Figure 1. Close-up of the layout (run 1).
The bar under the picture is 10 um long. Region (42, 14) to (67, 39) um. Cells in gray, sequential cells in the stronger gray; small squares are vias.
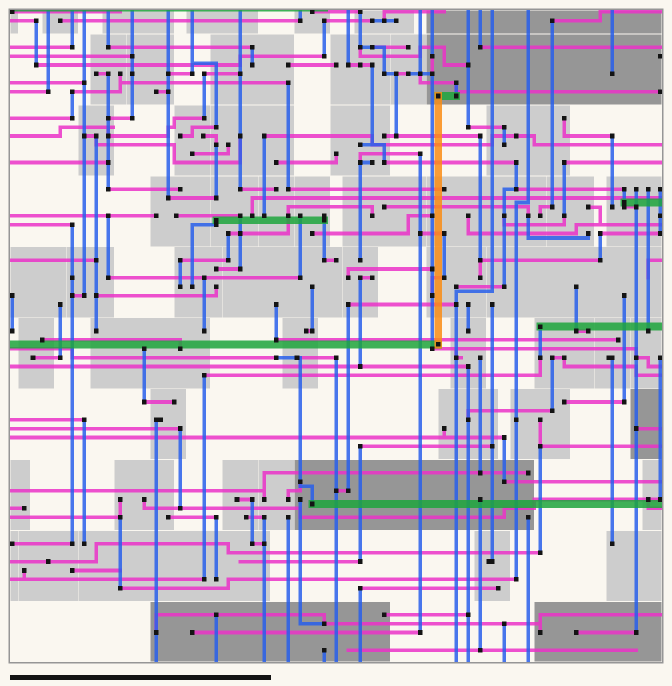
Figure 2. Placed standard cells (run 1).
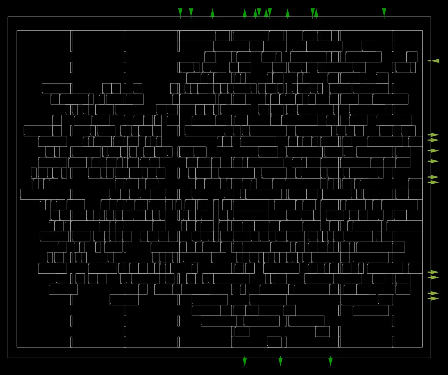
Figure 3. Wire density map (run 1).
22 x 18 tiles, from black (low) to pale yellow (high), scaled to the fullest tile. Values are wire area over tile area, all layers added.
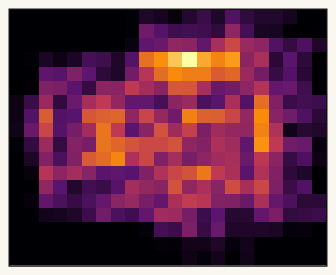
Figure 4. Gate-type map (run 1).
The bar under the picture is 20 um long.
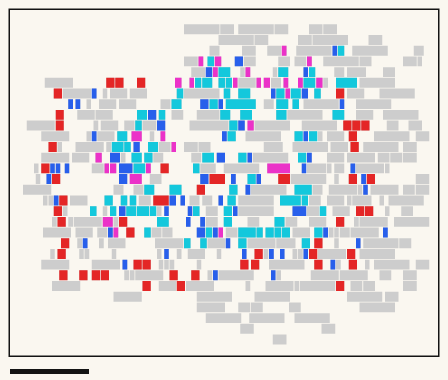
`config.mk`:
```
export PLATFORM = sky130hd
export DESIGN_NAME = factorial_seq_param
export DESIGN_NICKNAME = d
export VERILOG_FILES = /design/src/rtl/factorial_seq_param.sv
export SDC_FILE = /design/constraint.sdc
export NUM_CORES = 1
export LEC_CHECK = 0
export CAP_MARGIN = 20
export CORE_ASPECT_RATIO = 0.8
export CORE_MARGIN = 2
export CORE_UTILIZATION = 45
export CTS_BUF_LIST = sky130_fd_sc_hd__clkbuf_2 sky130_fd_sc_hd__clkbuf_4 sky130_fd_sc_hd__clkbuf_8
export CTS_CLUSTER_SIZE = 30
export DETAILED_ROUTE_END_ITERATION = 8
export PLACE_DENSITY = 0.73
export SKIP_CTS_REPAIR_TIMING = 1
export SYNTH_ARGS = -nofsm -noshare
export SYNTH_HDL_FRONTEND = slang
export SYNTH_SLANG_ARGS = --single-unit
```
`constraint.sdc`:
```
create_clock -name clk -period 10.2 [get_ports clk]
set_clock_uncertainty 0.1 [all_clocks]
set_input_delay 2.04 -clock clk [delete_from_list [all_inputs] [get_ports clk]]
set_output_delay 2.04 -clock clk [all_outputs]
set_load 0.01 [all_outputs]
```
`src/rtl/factorial_seq_param.sv`:
```
// Sequential factorial engine: computes n! with one multiply per clock.
// Saturates to all-ones with ovf set as soon as a partial product leaves F_W bits.
// Assumes N_W >= 2 and N_W <= F_W.
module factorial_seq_param #(
  parameter int N_W = 4,
  parameter int F_W = 16
) (
  input  logic           clk,
  input  logic           reset,
  input  logic           start,
  input  logic [N_W-1:0] data1,
  output logic           busy,
  output logic           done,
  output logic [F_W-1:0] fact,
  output logic           ovf
);

  typedef enum logic [1:0] {
    IDLE = 2'd0,
    CALC = 2'd1,
    DONE = 2'd2
  } state_t;

  state_t           state_q, state_d;
  logic [F_W-1:0]   acc_q, acc_d;
  logic [N_W-1:0]   cnt_q, cnt_d;
  logic [F_W-1:0]   fact_q, fact_d;
  logic             busy_q, busy_d;
  logic             done_q, done_d;
  logic             ovf_q, ovf_d;
  logic [2*F_W-1:0] prod;

  // Full double-width product of the accumulator and the zero-extended down-counter.
  assign prod = {{F_W{1'b0}}, acc_q} * {{(2*F_W-N_W){1'b0}}, cnt_q};

  // Next-state and datapath updates; every register holds unless a state says otherwise.
  always_comb begin
    state_d = state_q;
    acc_d   = acc_q;
    cnt_d   = cnt_q;
    fact_d  = fact_q;
    busy_d  = busy_q;
    ovf_d   = ovf_q;
    done_d  = 1'b0;
    case (state_q)
      IDLE: begin
        if (start) begin
          cnt_d   = data1;
          acc_d   = {{(F_W-1){1'b0}}, 1'b1};
          ovf_d   = 1'b0;
          busy_d  = 1'b1;
          state_d = CALC;
        end
      end
      CALC: begin
        // cnt <= 1 means no multiplies remain (also covers 0! = 1).
        if (cnt_q[N_W-1:1] == '0) begin
          fact_d  = acc_q;
          busy_d  = 1'b0;
          done_d  = 1'b1;
          state_d = DONE;
        end else if (prod[2*F_W-1:F_W] == '0) begin
          acc_d = prod[F_W-1:0];
          cnt_d = cnt_q - N_W'(1);
        end else begin
          // Remaining factors are >= 1, so the result can only grow: finish early.
          fact_d  = '1;
          ovf_d   = 1'b1;
          busy_d  = 1'b0;
          done_d  = 1'b1;
          state_d = DONE;
        end
      end
      DONE: begin
        state_d = IDLE;
      end
      default: begin
        state_d = IDLE;
      end
    endcase
  end

  // State and datapath registers with asynchronous abort on reset.
  always_ff @(posedge clk or posedge reset) begin
    if (reset) begin
      state_q <= IDLE;
      acc_q   <= '0;
      cnt_q   <= '0;
      fact_q  <= '0;
      busy_q  <= 1'b0;
      done_q  <= 1'b0;
      ovf_q   <= 1'b0;
    end else begin
      state_q <= state_d;
      acc_q   <= acc_d;
      cnt_q   <= cnt_d;
      fact_q  <= fact_d;
      busy_q  <= busy_d;
      done_q  <= done_d;
      ovf_q   <= ovf_d;
    end
  end

  assign busy = busy_q;
  assign done = done_q;
  assign fact = fact_q;
  assign ovf  = ovf_q;

endmodule
```
==> results.cfg, run 1 <==
; synthesis and place-and-route metrics
[status]
status = finished clean

[hold_path]
hold_start = ovf

[critical_path]
crit_end = acc_q[4]
crit_path_top_delay_cell = dfrtp_1
start_kind = register

[routing]
dr_wl_met3_um = 484
route.layer.met1.wl_um = 4646

[grt]
antenna_found_initial = 0

[layout]
seq_share_pct = 23.54
area_delta_synth_final_pct = 10.18
logic_gates = 325
n_all_inverters = 58
diodes = 0

[final_timing]
finalSetupViolations = 0
holdWs_ns = 0.3987
slew_viol_final = 0

[yosys]
edf_count = 0
most_common_cell = inv_1
postSynthCellCount = 441

[pwr]
p_clk_share_pct = 10.1

[cts]
clock-root-buffer = clkbuf_8
-- Figure 1 (at the start) --
met3 -> green
met2 -> blue
met1 -> magenta
met4 -> orange
sequential cells in the window = 4
netlist names of flops here include = acc_q (4)
cells with their middle in the window = 45
most frequent = nand2_1 (10), inv_1 (6), and2_1 (5)

-- Figure 2 (at the start) --
final core occ: 51.16%
Finished Layout Cells: 570

-- Figure 3 (at the start) --
mean over tiles = 0.16
nearly empty tiles = 26%
densest ninth of the die = middle
fullest tile = 0.65

-- Figure 4 (at the start) --
inverting AOI/OAI gates -> cyan  # cells 78, most used a21oi_1
NAND gates -> blue  # cells 65, most used nand2_1
NOR gates -> magenta  # cells 28, most used nor2_1
AND and OR gates -> red  # cells 51, most used and2_1

Figure 5. Clock distribution (run 1).
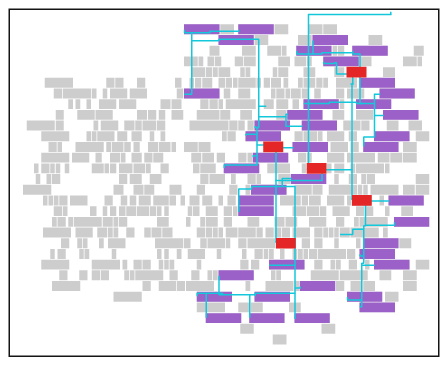

==> inputs of run 2 (changes only) <==
==> constraint.sdc (replaced) <==
create_clock -name clk -period 4.8 [get_ports clk]
set_clock_uncertainty 0.1 [all_clocks]
set_input_delay 0.96 -clock clk [delete_from_list [all_inputs] [get_ports clk]]
set_output_delay 0.96 -clock clk [all_outputs]
set_load 0.01 [all_outputs]
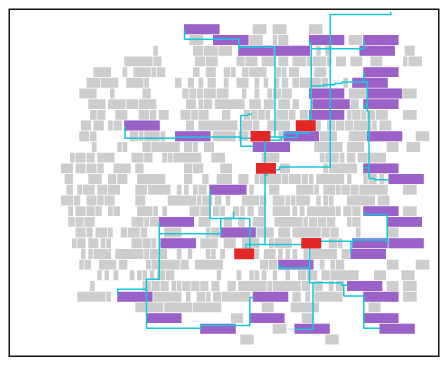
Figure 6: run 2, clock distribution.
flip-flops -> purple  # count 41
clock wires -> cyan  # length 580 um
cells driving clock nets -> red  # count 5
routed clock nets = 6

==> run 2 against run 1 <==
  * Critical path depth unchanged
  * Area after synthesis did not move
  * Clock power increased by 110%
  * Worst hold slack gained 0.0018 ns
  * Sequential share of layout area fell by 0.41 points
  * Combinational power rose by 130%
  * Cell area up 2.2%
  * Critical endpoint is now cnt_q[3]
  * Largest power group unchanged
==> results.cfg, run 2 <==
; synthesis and place-and-route metrics
[pwr]
p_sw_share_pct = 47.49
p_clk_share_pct = 9.6
power_switching_mw = 1.156

[status]
status = finished clean

[floorplanning]
chipHeight_um = 87.87
core-area_sq_um = 8521
std_cell_rows = 30
chipArea_sq_um = 9562

[critical_path]
crit_path_start = cnt_q[1]
crit_end = cnt_q[3]
start_kind = register
crit_path_top_delay_cell = dfrtp_2

[hold_path]
hold-path-endpoint = ovf
hold_start = ovf

[place]
io_buffers = 25
gp_congestion = 0.9169

[layout]
largestClassByArea = multi-input combinational cells
n_all_inverters = 58
area_delta_synth_final_pct = 12.56
logic_gates = 325
clkCellAreaFrac_pct = 1.939
diodes = 0
fin_util_pct = 52.26
final_nets = 528
seq_share_pct = 23.12
fin_cells = 581
bufAreaShareNonClock_pct = 7.643

[routing]
drt_iter0_markers = 264
dr_wl_met3_um = 759
route.layer.met1.wl_um = 4409

[yosys]
synth_area_sq_um = 3956
ys_sh_mux_pct = 0
synth-xor-area-share_pct = 3.099
syn_nets = 501
edf_count = 0
simple_gate_share_pct = 19.17
synth_flop_count = 41
most_common_cell = inv_1
postSynthCellCount = 441

[final_timing]
holdWs_ns = 0.4005
finalSetupViolations = 0
slew_viol_final = 0
min_period_ns = 4.468

[grt]
overflow = 0
use_met1_pct = 32.69
grtUsageMet3_pct = 3.274
antenna_found_initial = 0

[cts]
clock-root-buffer = clkbuf_8
cts_sinks = 41
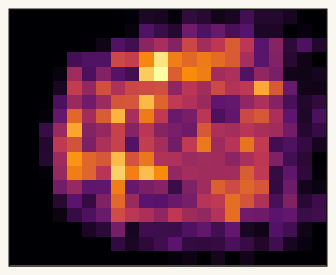
Figure 7: run 2, wire density map.
22 x 18 tiles, from black (low) to pale yellow (high), scaled to the fullest tile. Values are wire area over tile area, all layers added.
nearly empty tiles = 25%
mean over tiles = 0.17
fullest tile = 0.62
tiles over half the peak = 19%

==> inputs of run 3 (changes only) <==
--- a/config.mk
+++ b/config.mk
@@ -5,7 +5,7 @@
 export SDC_FILE = /design/constraint.sdc
 export NUM_CORES = 1
 export LEC_CHECK = 0
-export CAP_MARGIN = 20
+export CAP_MARGIN = 30
 export CORE_ASPECT_RATIO = 0.8
 export CORE_MARGIN = 2
 export CORE_UTILIZATION = 45
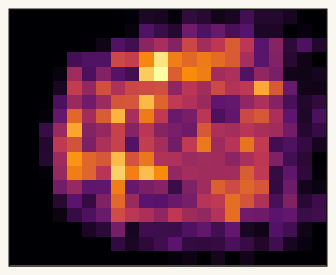
Figure 8: run 3, wire density map.
22 x 18 tiles, from black (low) to pale yellow (high), scaled to the fullest tile. Values are wire area over tile area, all layers added.
nearly empty tiles = 25%
densest ninth of the die = middle
tiles over half the peak = 19%
fullest tile = 0.62
mean over tiles = 0.17

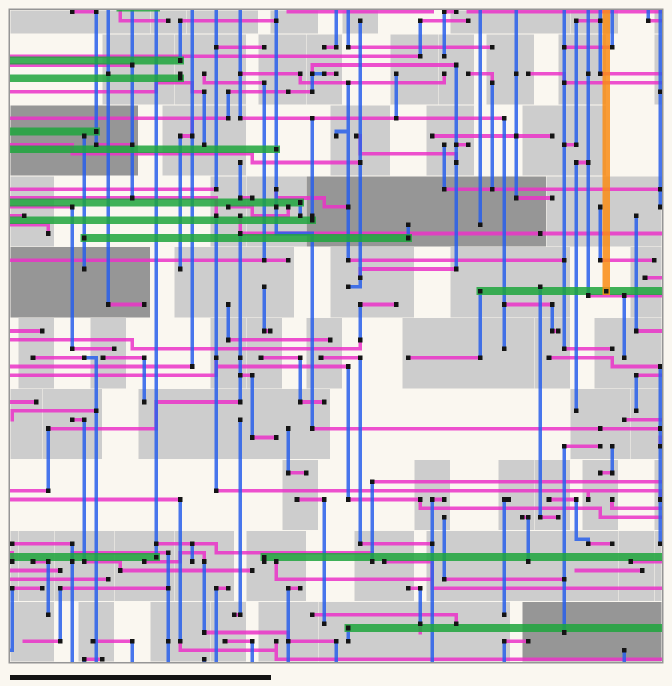
Figure 9: run 3, close-up of the layout.
The bar under the picture is 10 um long. Region (42, 14) to (67, 39) um. Cells in gray, sequential cells in the stronger gray; small squares are vias.
met2 -> blue
met4 -> orange
met1 -> magenta
met3 -> green
cells with their middle in the window = 53
sequential cells in the window = 4
netlist names of flops here include = acc_q (4)
most frequent = inv_1 (13), and2_1 (8), nand2_1 (5)

==> run 3 against run 2 <==
  * Global-route usage unchanged
  * Critical path depth unchanged
  * Via count unchanged
  * Largest cell class unchanged
  * Clock power about the same
  * Highest routed layer unchanged
  * Final cell count unchanged
==> results.cfg, run 3 <==
; synthesis and place-and-route metrics
[place]
gp_congestion = 0.9169
io_buffers = 25

[routing]
route.layer.met1.wl_um = 4409

[grt]
use_met1_pct = 32.69

[floorplanning]
std_cell_rows = 30
core-area_sq_um = 8521
chipArea_sq_um = 9562

[layout]
n_all_inverters = 58
logic_gates = 325
seq_share_pct = 23.12
clkCellAreaFrac_pct = 1.939
bufAreaShareNonClock_pct = 7.643
fin_util_pct = 52.26

[critical_path]
crit_end = cnt_q[3]
crit_path_start = cnt_q[1]

[status]
status = finished clean

[yosys]
synth-xor-area-share_pct = 3.099
most_common_cell = inv_1

[pwr]
p_sw_share_pct = 47.49

[cts]
clock-root-buffer = clkbuf_8
Power is estimated from default activity; no workload was simulated.
